`src/rtl/fc_score_tx_if.sv`:
```
// fc_score_tx_if: feature-in / class-score-out stream bundle.
// master = upstream/test side, slave = fc_score_tx.
interface fc_score_tx_if;
    logic        valid_in;
    logic [11:0] data_in;
    logic [11:0] data_out;
    logic        valid_out;
    logic        busy;

    modport master (
        output valid_in,
        output data_in,
        input  data_out,
        input  valid_out,
        input  busy
    );

    modport slave (
        input  valid_in,
        input  data_in,
        output data_out,
        output valid_out,
        output busy
    );
endinterface

```
`src/rtl/fc_score_tx.sv`:
```
// fc_score_tx: final FC layer, ten parallel class dot products
// streamed out as saturated 12-bit scores followed by an idle gap.
module fc_score_tx #(
    parameter int N_IN    = 48,
    parameter int N_CLS   = 10,
    parameter int W_W     = 8,
    parameter int ACC_W   = 32,
    parameter int FRAC    = 7,
    parameter int GAP_CYC = 8,
    parameter logic [N_CLS*N_IN*W_W-1:0] W_INIT = '0,
    parameter logic [N_CLS*W_W-1:0]      B_INIT = '0
) (
    input logic          clk,
    input logic          rst_n,
    fc_score_tx_if.slave bus
);
    localparam int P_W     = 12 + W_W;
    localparam int IDX_W   = (N_IN > 1) ? $clog2(N_IN) : 1;
    localparam int CNT_MAX = (N_CLS > GAP_CYC) ? N_CLS : GAP_CYC;
    localparam int CNT_W   = $clog2(CNT_MAX + 1);

    localparam logic [2:0] S_IDLE  = 3'd0;
    localparam logic [2:0] S_ACCUM = 3'd1;
    localparam logic [2:0] S_FINAL = 3'd2;
    localparam logic [2:0] S_SEND  = 3'd3;
    localparam logic [2:0] S_GAP   = 3'd4;

    logic [2:0]       state;
    logic [IDX_W-1:0] idx;
    logic [CNT_W-1:0] cnt;
    logic             valid_q;
    logic [11:0]      data_q;

    logic signed [W_W-1:0]   w_rom [N_CLS][N_IN];
    logic signed [W_W-1:0]   b_rom [N_CLS];
    logic signed [ACC_W-1:0] acc   [N_CLS];
    logic signed [11:0]      score [N_CLS];

    logic signed [P_W-1:0]   prod_raw [N_CLS];
    logic signed [ACC_W-1:0] prod     [N_CLS];
    logic signed [ACC_W-1:0] b_ext    [N_CLS];
    logic signed [ACC_W-1:0] bsum     [N_CLS];
    logic signed [ACC_W-1:0] shr      [N_CLS];
    logic signed [11:0]      sat      [N_CLS];

    for (genvar k = 0; k < N_CLS; k++) begin : g_rom
        assign b_rom[k] = B_INIT[k*W_W +: W_W];
        for (genvar i = 0; i < N_IN; i++) begin : g_w
            assign w_rom[k][i] = W_INIT[(k*N_IN+i)*W_W +: W_W];
        end
    end

    // Bias is pre-scaled so the single shift floors the biased sum.
    always_comb begin
        for (int k = 0; k < N_CLS; k++) begin
            prod_raw[k] = P_W'($signed(bus.data_in)) * P_W'(w_rom[k][idx]);
            prod[k]  = {{(ACC_W-P_W){prod_raw[k][P_W-1]}}, prod_raw[k]};
            b_ext[k] = {{(ACC_W-W_W){b_rom[k][W_W-1]}}, b_rom[k]};
            bsum[k]  = acc[k] + (b_ext[k] <<< FRAC);
            shr[k]   = bsum[k] >>> FRAC;
            if (shr[k] > 2047) begin
                sat[k] = 12'sh7ff;
            end else if (shr[k] < -2048) begin
                sat[k] = 12'sh800;
            end else begin
                sat[k] = shr[k][11:0];
            end
        end
    end

    always_ff @(posedge clk) begin
        if (!rst_n) begin
            state   <= S_IDLE;
            idx     <= '0;
            cnt     <= '0;
            valid_q <= 1'b0;
            data_q  <= '0;
            for (int k = 0; k < N_CLS; k++) begin
                acc[k]   <= '0;
                score[k] <= '0;
            end
        end else begin
            unique case (state)
                S_IDLE: begin
                    if (bus.valid_in) begin
                        for (int k = 0; k < N_CLS; k++) begin
                            acc[k] <= prod[k];
                        end
                        if (N_IN == 1) begin
                            state <= S_FINAL;
                        end else begin
                            idx   <= idx + IDX_W'(1);
                            state <= S_ACCUM;
                        end
                    end
                end
                S_ACCUM: begin
                    if (bus.valid_in) begin
                        for (int k = 0; k < N_CLS; k++) begin
                            acc[k] <= acc[k] + prod[k];
                        end
                        if (idx == IDX_W'(N_IN - 1)) begin
                            idx   <= '0;
                            state <= S_FINAL;
                        end else begin
                            idx <= idx + IDX_W'(1);
                        end
                    end
                end
                // Class 0 goes out straight from the clamp; cnt tracks the next class.
                S_FINAL: begin
                    for (int k = 0; k < N_CLS; k++) begin
                        score[k] <= sat[k];
                    end
                    data_q  <= sat[0];
                    valid_q <= 1'b1;
                    cnt     <= CNT_W'(1);
                    state   <= S_SEND;
                end
                S_SEND: begin
                    if (cnt == CNT_W'(N_CLS)) begin
                        valid_q <= 1'b0;
                        cnt     <= '0;
                        state   <= (GAP_CYC == 0) ? S_IDLE : S_GAP;
                    end else begin
                        data_q <= score[cnt];
                        cnt    <= cnt + CNT_W'(1);
                    end
                end
                S_GAP: begin
                    if (cnt == CNT_W'(GAP_CYC - 1)) begin
                        cnt   <= '0;
                        state <= S_IDLE;
                    end else begin
                        cnt <= cnt + CNT_W'(1);
                    end
                end
                default: state <= S_IDLE;
            endcase
        end
    end

    assign bus.valid_out = valid_q;
    assign bus.data_out  = data_q;
    assign bus.busy      = (state == S_FINAL) || (state == S_SEND) ||
                           (state == S_GAP);
endmodule

```
`src/flat_wrapper.sv`:
```
// flat-port wrapper written by rule: the top's interface ports become plain ports
module fc_score_tx_flat 
#(
    parameter int N_IN    = 48,
    parameter int N_CLS   = 10,
    parameter int W_W     = 8,
    parameter int ACC_W   = 32,
    parameter int FRAC    = 7,
    parameter int GAP_CYC = 8,
    parameter logic [N_CLS*N_IN*W_W-1:0] W_INIT = '0,
    parameter logic [N_CLS*W_W-1:0]      B_INIT = '0
)
  (clk, rst_n, bus_valid_in, bus_data_in, bus_data_out, bus_valid_out, bus_busy);
  fc_score_tx_if bus_i ();
  input logic clk;
  input logic rst_n;
  input wire logic [$bits(bus_i.valid_in)-1:0] bus_valid_in;
  input wire logic [$bits(bus_i.data_in)-1:0] bus_data_in;
  output wire logic [$bits(bus_i.data_out)-1:0] bus_data_out;
  output wire logic [$bits(bus_i.valid_out)-1:0] bus_valid_out;
  output wire logic [$bits(bus_i.busy)-1:0] bus_busy;
  assign bus_i.valid_in = bus_valid_in;
  assign bus_i.data_in = bus_data_in;
  assign bus_data_out = bus_i.data_out;
  assign bus_valid_out = bus_i.valid_out;
  assign bus_busy = bus_i.busy;
  fc_score_tx #(.N_IN(N_IN), .N_CLS(N_CLS), .W_W(W_W), .ACC_W(ACC_W), .FRAC(FRAC), .GAP_CYC(GAP_CYC), .W_INIT(W_INIT), .B_INIT(B_INIT)) u_core (.clk(clk), .rst_n(rst_n), .bus(bus_i));
endmodule
```
`config.mk`:
```
export PLATFORM = sky130hd
export DESIGN_NAME = fc_score_tx_flat
export DESIGN_NICKNAME = d
export VERILOG_FILES = /design/src/rtl/fc_score_tx_if.sv /design/src/rtl/fc_score_tx.sv /design/src/flat_wrapper.sv
export SDC_FILE = /design/constraint.sdc
export NUM_CORES = 1
export LEC_CHECK = 0
export CAP_MARGIN = 40
export CORE_MARGIN = 2
export CORE_UTILIZATION = 30
export DETAILED_ROUTE_END_ITERATION = 16
export PLACE_DENSITY_LB_ADDON = 0.2
export SYNTH_ARGS = -nofsm -noshare
export SYNTH_HDL_FRONTEND = slang
export SYNTH_SLANG_ARGS = --single-unit
export TNS_END_PERCENT = 100
```
`constraint.sdc`:
```
create_clock -name clk -period 5.1 [get_ports clk]
set_input_delay 0.51 -clock clk [delete_from_list [all_inputs] [get_ports clk]]
set_output_delay 0.51 -clock clk [all_outputs]
set_load 0.03 [all_outputs]
```
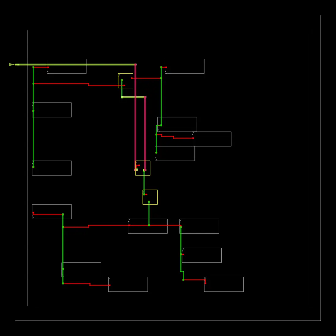
Figure 1: run 1, the clock network.
clk sinks: 14
Layout Skew: 0.001386 ns
Power Clock: 60.8 uW
CLK BUF: 3

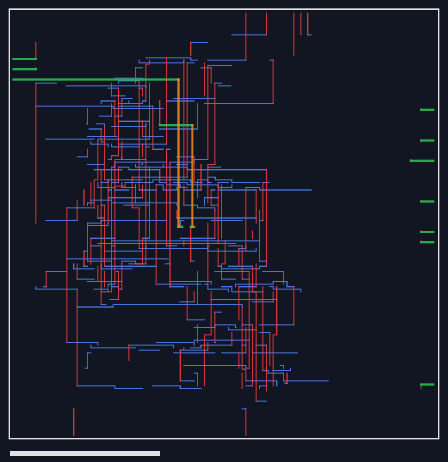
Figure 2: run 1, routed metal, one color a layer.
Scale bar: 20 um.
- metal 2: red (wire length 713 um)
- metal 4: orange (wire length 33.3 um)
- metal 3: green (wire length 45.5 um)
- metal 1: blue (wire length 739 um)

==> impl_metrics.json, run 1 <==
{
  "outcome": "finished, final reports clean",
  "ff_type": "dfxtp_1",
  "crit_chain": "or3b_1 -> nand2_1 -> clkdlybuf4s50_1",
  "dr.pass1.iters": 4,
  "coreArea_mm2": 0.002734,
  "drt-total-wl_um": 1530,
  "lay_top_cells": "dfxtp_1, conb_1, nor2_1",
  "num_rows": 19,
  "ys_cells": 105,
  "top_area_frac": 0.3299,
  "crit_cells": 3,
  "gr-total-overflow": 0,
  "tns_ns": 0,
  "p_per_area_mw_per_mm2": 236.4,
  "antenna_found_initial": 0,
  "r2r_end": "u_core.idx[3]",
  "crit_path_top_delay_cell": "clkdlybuf4s50_1",
  "cts-root-buf": "clkbuf_4",
  "yosysUniqueCellTypes": 35,
  "io_pins": 29,
  "critPathMaxFanout": 9,
  "slew_headroom": 0.5146,
  "chip_area_mm2": 0.003274
}
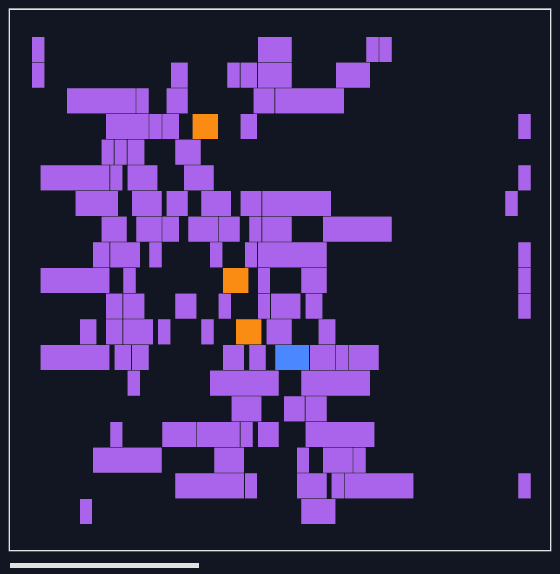
Figure 3: run 1, sizing map.
Scale bar: 20 um.
- _2 cells: blue (cells 1)
- _0 and _1 cells: purple (cells 104)
- _3 and _4 cells: orange (cells 3)
design area: 885.9 um2
area delta synth->final: 4.271%
post-layout worst setup margin: 2.552 ns

## run 1: tightest hold or removal path: stages, from the launching register on
cell,delay [ns]
dfxtp_1,0.35
mux2i_1,0.08
nor2_1,0.07
## run 1: metal layers
metal / vias to the layer above / track usage / part of all wire
met5: - / 0 / 0
met4: 0 / 0.04983 / 0.022
met3: 4 / 0.02721 / 0.029
met2: 12 / 0.1708 / 0.47
met1: 305 / 0.1320 / 0.48
li1: 351 / - / -
## run 1: power breakdown
part / internal [mW] / leakage (nW) / switching [mW]
combinational: 0.00872 / 0.226 / 0.0223
sequential: 0.113 / 0.114 / 0.00473
clock: 0.0273 / 0.0138 / 0.0334
total: 0.149 / 0.354 / 0.0605
## run 1: synthesized netlist by cell type, drive strengths merged, types with 2 or more instances
library cell,number
and2,3
nor2,9
a21oi,3
ha,3
nand2,8
nor3,4
o21ai,5
inv,7
nand3,3
a2111oi,2
dfxtp,14
nand2b,2
buf,14
and3b,2
nand4,2
xor2,2
a31oi,2
xnor2,3
nor3b,2
## run 1: per-stage QoR
stage	power, mW	setup WS [ns]	utilization	std cells	area [um2]
2_1_floorplan	0.1511	3.347	-	116	890.9
3_3_place_gp	0.1510	2.545	0.3158	136	863.3
3_5_place_dp	0.1514	2.594	0.3158	136	863.3
4_1_cts	0.2146	2.537	0.3240	139	885.9
5_1_grt	0.2223	2.471	0.3240	139	885.9
6_report	0.2094	2.552	0.3240	139	885.9
## run 1: worst min-delay path by stage
| stage | endpoint | cells past startpoint |
|---|---|---|
| finish | u_core.idx[1] | 2 |
| global route | u_core.idx[1] | 2 |
| CTS | u_core.idx[1] | 2 |
| detailed placement | u_core.idx[1] | 2 |
| global placement | u_core.idx[1] | 2 |
| floorplan | u_core.idx[1] | 2 |
## run 1: state kept, by name, summed over array words and instances (netlist names)
signal / flops
u_core.cnt: 4
u_core.bus.valid_out: 1
u_core.state: 3
u_core.idx: 6
## run 1: final cells by class
class	instances	area [um2]	area share
Clock buffer	3	22.52	0.02542
Sequential cell	14	280.3	0.3164
Tap cell	31	38.79	0.04379
Timing Repair Buffer	4	40.04	0.04520
Multi-Input combinational cell	80	478.0	0.5395
Inverter	7	26.28	0.02966
## run 1: cells by family (layout without fill, tap and decap cells)
kind of cell,after synthesis,count (layout),synth area share
adder cells (fa/ha/maj),3,3,0.04419
buffers and inverters,22,14,0.1561
AND/OR/NAND/NOR,40,40,0.2533
flip-flops,14,14,0.3299
AND-OR/OR-AND,19,19,0.1488
other,1,12,0.004414
XOR/XNOR,5,5,0.05156
multiplexers,1,1,0.01178
==> run 1 -> run 2 <==
Clock period 5.1 ns to 2.6 ns, I/O delays scaled along.
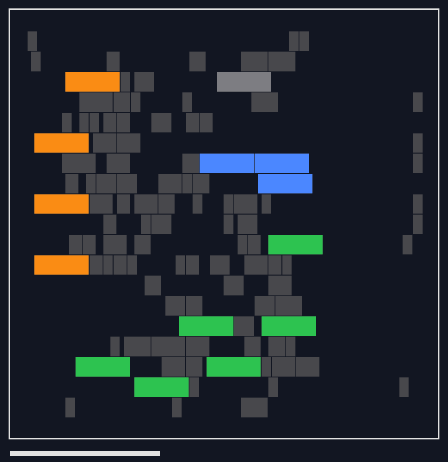
Figure 4: run 2, where the registers sit.
Scale bar: 20 um.
- u_core.cnt: orange (placed flops 4)
- u_core.state: blue (placed flops 3)
- u_core.idx: green (placed flops 6; where bottom center)

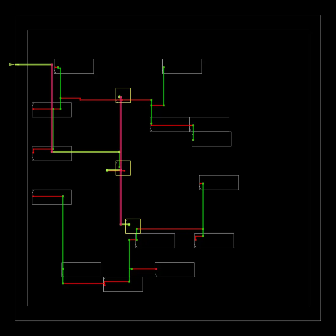
Figure 5: run 2, the clock network.
Layout Skew: 0.0004695 ns
worst skew pair latency: 0.28 ns

==> impl_metrics.json, run 2 <==
{
  "outcome": "finished, final reports clean",
  "top_regs": "u_core.idx (6), u_core.cnt (4), u_core.state (3)",
  "dieHeight_um": 57.22,
  "top_register": "u_core.idx",
  "mi_logic_area_um2": 478.0,
  "gr-total-overflow": 0,
  "flop_area_um2": 280.3,
  "diodes": 0,
  "antenna_found_initial": 0,
  "clock_sinks": 14,
  "tns_ns": 0,
  "dr.pass1.iters": 4,
  "io_pins": 29,
  "synth.most_common_cell": "dfxtp_1",
  "p_per_area_mw_per_mm2": 464.8,
  "hold_buffers": 0,
  "dpl_cell_area_um2": 878.3,
  "lay_top_cells": "dfxtp_1, conb_1, nor2_1",
  "synthTopCellsByCount": "dfxtp_1, buf_4, nor2_1",
  "holdPathStages": 2,
  "cts-root-buf": "clkbuf_4",
  "fin_cells": 141,
  "p_leak_nw": 0.3634,
  "drt-total-wl_um": 1632,
  "top_area_frac": 0.3299,
  "ff_type": "dfxtp_1",
  "p_total_uw": 418.7,
  "num_rows": 19,
  "syn2layout_area_growth_pct": 6.038,
  "dp_hpwl_um": 1212,
  "yosysUniqueCellTypes": 35,
  "ys_cells": 105,
  "coreArea_mm2": 0.002734,
  "placed_cells": 138,
  "critPathMaxFanout": 9,
  "largest_reg_flops": 6,
  "chip_area_mm2": 0.003274
}
run 2: critical path, cell delays in order (launching register included):
cell             delay [ns]
dfxtp_1                0.48
or3b_1                 0.50
nand2_1                0.11
clkdlybuf4s50_1        0.67
run 2: routing by layer:
layer,GRT usage,vias up,wire length (um)
met1,0.1371,346,787
met3,0.02041,5,62
met4,0.05980,0,40
met2,0.1741,21,742
li1,-,356,-
met5,0,-,0
run 2: path summary, 6_finish.rpt:
| kind | endpoint | slack, ns | from |
|---|---|---|---|
| worst max-delay path | bus_busy | 0.30 | u_core.state[2] |
| worst min register to register | u_core.idx[1] | 0.54 | u_core.idx[1] |
| worst max register to register | u_core.idx[0] | 0.78 | u_core.idx[0] |
| worst min-delay path | u_core.idx[1] | 0.54 | u_core.idx[1] |
run 2: cell families (layout without fill, tap and decap cells):
| logic type | after synthesis | count (layout) | synth area share |
|---|---|---|---|
| compound gates | 19 | 19 | 0.1488 |
| other cells | 1 | 12 | 0.004414 |
| mux | 1 | 1 | 0.01178 |
| buf+inv | 22 | 16 | 0.1561 |
| simple gates | 40 | 40 | 0.2533 |
| flops | 14 | 14 | 0.3299 |
| fa+ha+maj | 3 | 3 | 0.04419 |
| xor+xnor | 5 | 5 | 0.05156 |
run 2: area by class of cell:
cell class | instances | area share
clock buffers | 3 | 0.02500
inverters | 7 | 0.02917
multi-input cells | 80 | 0.5306
flip-flops and latches | 14 | 0.3111
well taps | 31 | 0.04306
repair buffers | 6 | 0.06111
run 2: power breakdown:
part / switching [mW] / leakage, nW / internal (mW) / total, mW
logic: 0.0446 / 0.236 / 0.0194 / 0.0641
registers: 0.00928 / 0.114 / 0.221 / 0.231
clock network: 0.0701 / 0.0138 / 0.0537 / 0.124
==> run 2 -> run 3 <==
Settings changed: DONT_BUFFER_PORTS from default to 1.
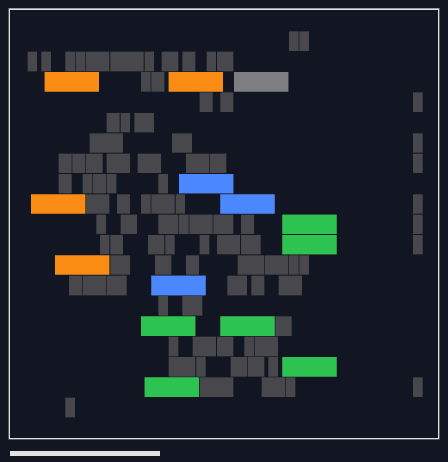
Figure 6: run 3, where the registers sit.
Scale bar: 20 um.
- u_core.cnt: orange (placed flops 4)
- u_core.idx: green (placed flops 6)
- u_core.state: blue (placed flops 3)

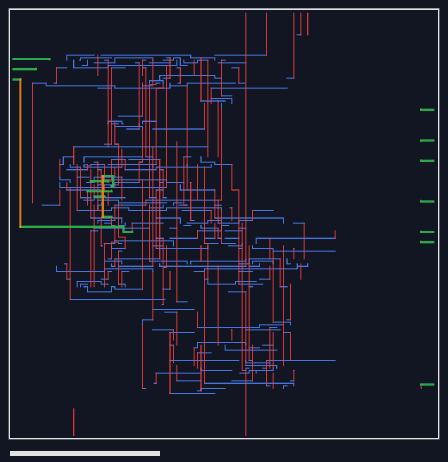
Figure 7: run 3, routed metal, one color a layer.
Scale bar: 20 um.
- metal 1: blue (wire length 754 um)
- metal 3: green (wire length 46.7 um)
- metal 2: red (wire length 766 um)
- metal 4: orange (wire length 25.2 um)
Routed WL per cell: 11.79 um
Routed Wire Length: 1591 um
Via Count: 676
total global-route track usage: 0.1158

==> impl_metrics.json, run 3 <==
{
  "max-vdd-ir-drop_mv": 0.1684,
  "gr-total-overflow": 0,
  "cts-root-buf": "clkbuf_4",
  "hold_buffers": 0,
  "mi_logic_area_um2": 478.0,
  "synthTopCellsByCount": "dfxtp_1, buf_4, nor2_1",
  "flop_area_um2": 280.3,
  "outcome": "finished, final reports clean",
  "clock_sinks": 14,
  "tns_ns": 0,
  "critPathMaxFanout": 4,
  "coreArea_mm2": 0.002734,
  "chip_area_mm2": 0.003274,
  "top_area_frac": 0.3299,
  "timing.rr.start": "u_core.idx[0]",
  "dp_hpwl_um": 1204,
  "r2r_slack_ns": 0.60,
  "antenna_found_initial": 0,
  "finClkSkew_ns": 0.004716,
  "diodes": 0,
  "synth.most_common_cell": "dfxtp_1",
  "top_register": "u_core.idx",
  "cp-startpoint": "u_core.idx[0]",
  "fin_util": 0.3094,
  "hold_start": "rst_n",
  "dr.pass1.iters": 4,
  "dieHeight_um": 57.22,
  "crit_end": "u_core.idx[0]",
  "top_regs": "u_core.idx (6), u_core.cnt (4), u_core.state (3)",
  "io_pins": 29,
  "ff_type": "dfxtp_1",
  "p_leak_nw": 0.3390
}
==> run 3: cell counts after synthesis <==
No cell type changed its count.
==> run 3: area by class of cell <==
class,count,share of cell area
Inverter,7,0.03107
Clock buffer,3,0.02663
Tap cell,31,0.04586
Multi-Input combinational cell,80,0.5651
Sequential cell,14,0.3314
==> run 3: worst min-delay path by stage <==
stage | endpoint | cells past startpoint
floorplan | u_core.bus.valid_out | 1
global placement | u_core.bus.valid_out | 1
detailed placement | u_core.idx[2] | 1
CTS | u_core.idx[2] | 1
global route | u_core.bus.valid_out | 1
finish | u_core.bus.valid_out | 1
==> run 3: where the power goes <==
group          total (mW)  leakage (nW)  switching, mW  internal, mW
clock network       0.121        0.0138         0.0675        0.0536
logic              0.0533         0.212         0.0408        0.0125
registers           0.232         0.114         0.0108         0.221
==> run 3: routing by layer <==
layer,up-vias,part of all wire,global-route usage
met1,308,0.47,0.1435
met3,4,0.029,0.01361
met4,0,0.016,0.04983
li1,346,-,-
met2,18,0.48,0.2020
met5,-,0,0
==> run 3: cell families after synthesis <==
| family | share of synthesized area |
|---|---|
| compound gates | 0.1488 |
| xor+xnor | 0.05156 |
| fa+ha+maj | 0.04419 |
| buf+inv | 0.1561 |
| flops | 0.3299 |
| mux | 0.01178 |
| other cells | 0.004414 |
| simple gates | 0.2533 |
==> run 3: metrics by stage <==
step	worst slack (ns)	power, mW	cell area (um2)	instances
after global routing	0.4549	0.4300	845.8	135
after global placement	0.6124	0.2891	823.3	132
after detailed placement	0.5744	0.2902	823.3	132
after CTS	0.5625	0.4163	845.8	135
after floorplan	0.8520	0.2965	890.9	116
final	0.5961	0.4066	845.8	135
==> run 3: worst max-delay path, cell delays in order, from the launching register on <==
cell	delay (ns)
dfxtp_1	0.37
ha_1	0.18
nand4_1	0.14
or4b_2	0.64
o21ai_0	0.44
nor2_1	0.10

==> gallery <==
Wires at chosen ports, followed through buffers.
shot_01.png
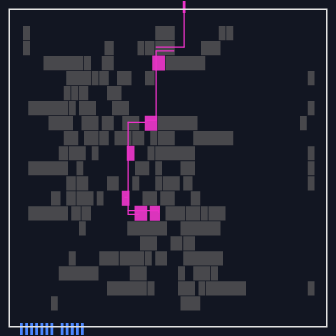
shot_02.png
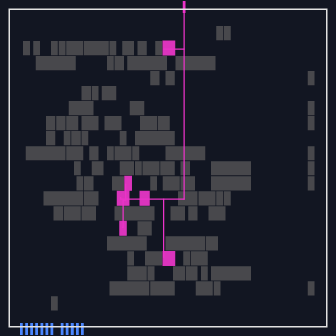
| picture | from |
|---|---|
| shot_01.png | run 1 |
| shot_02.png | run 3 |

Key to shot_02.png:
- bus_data_in: blue (bits 12; direction input; edge bottom; end cells 0)
- rst_n: magenta (bits 1; direction input; edge top; end cells 6; wire 68.3 um)

Power and IR drop assume default switching activity.
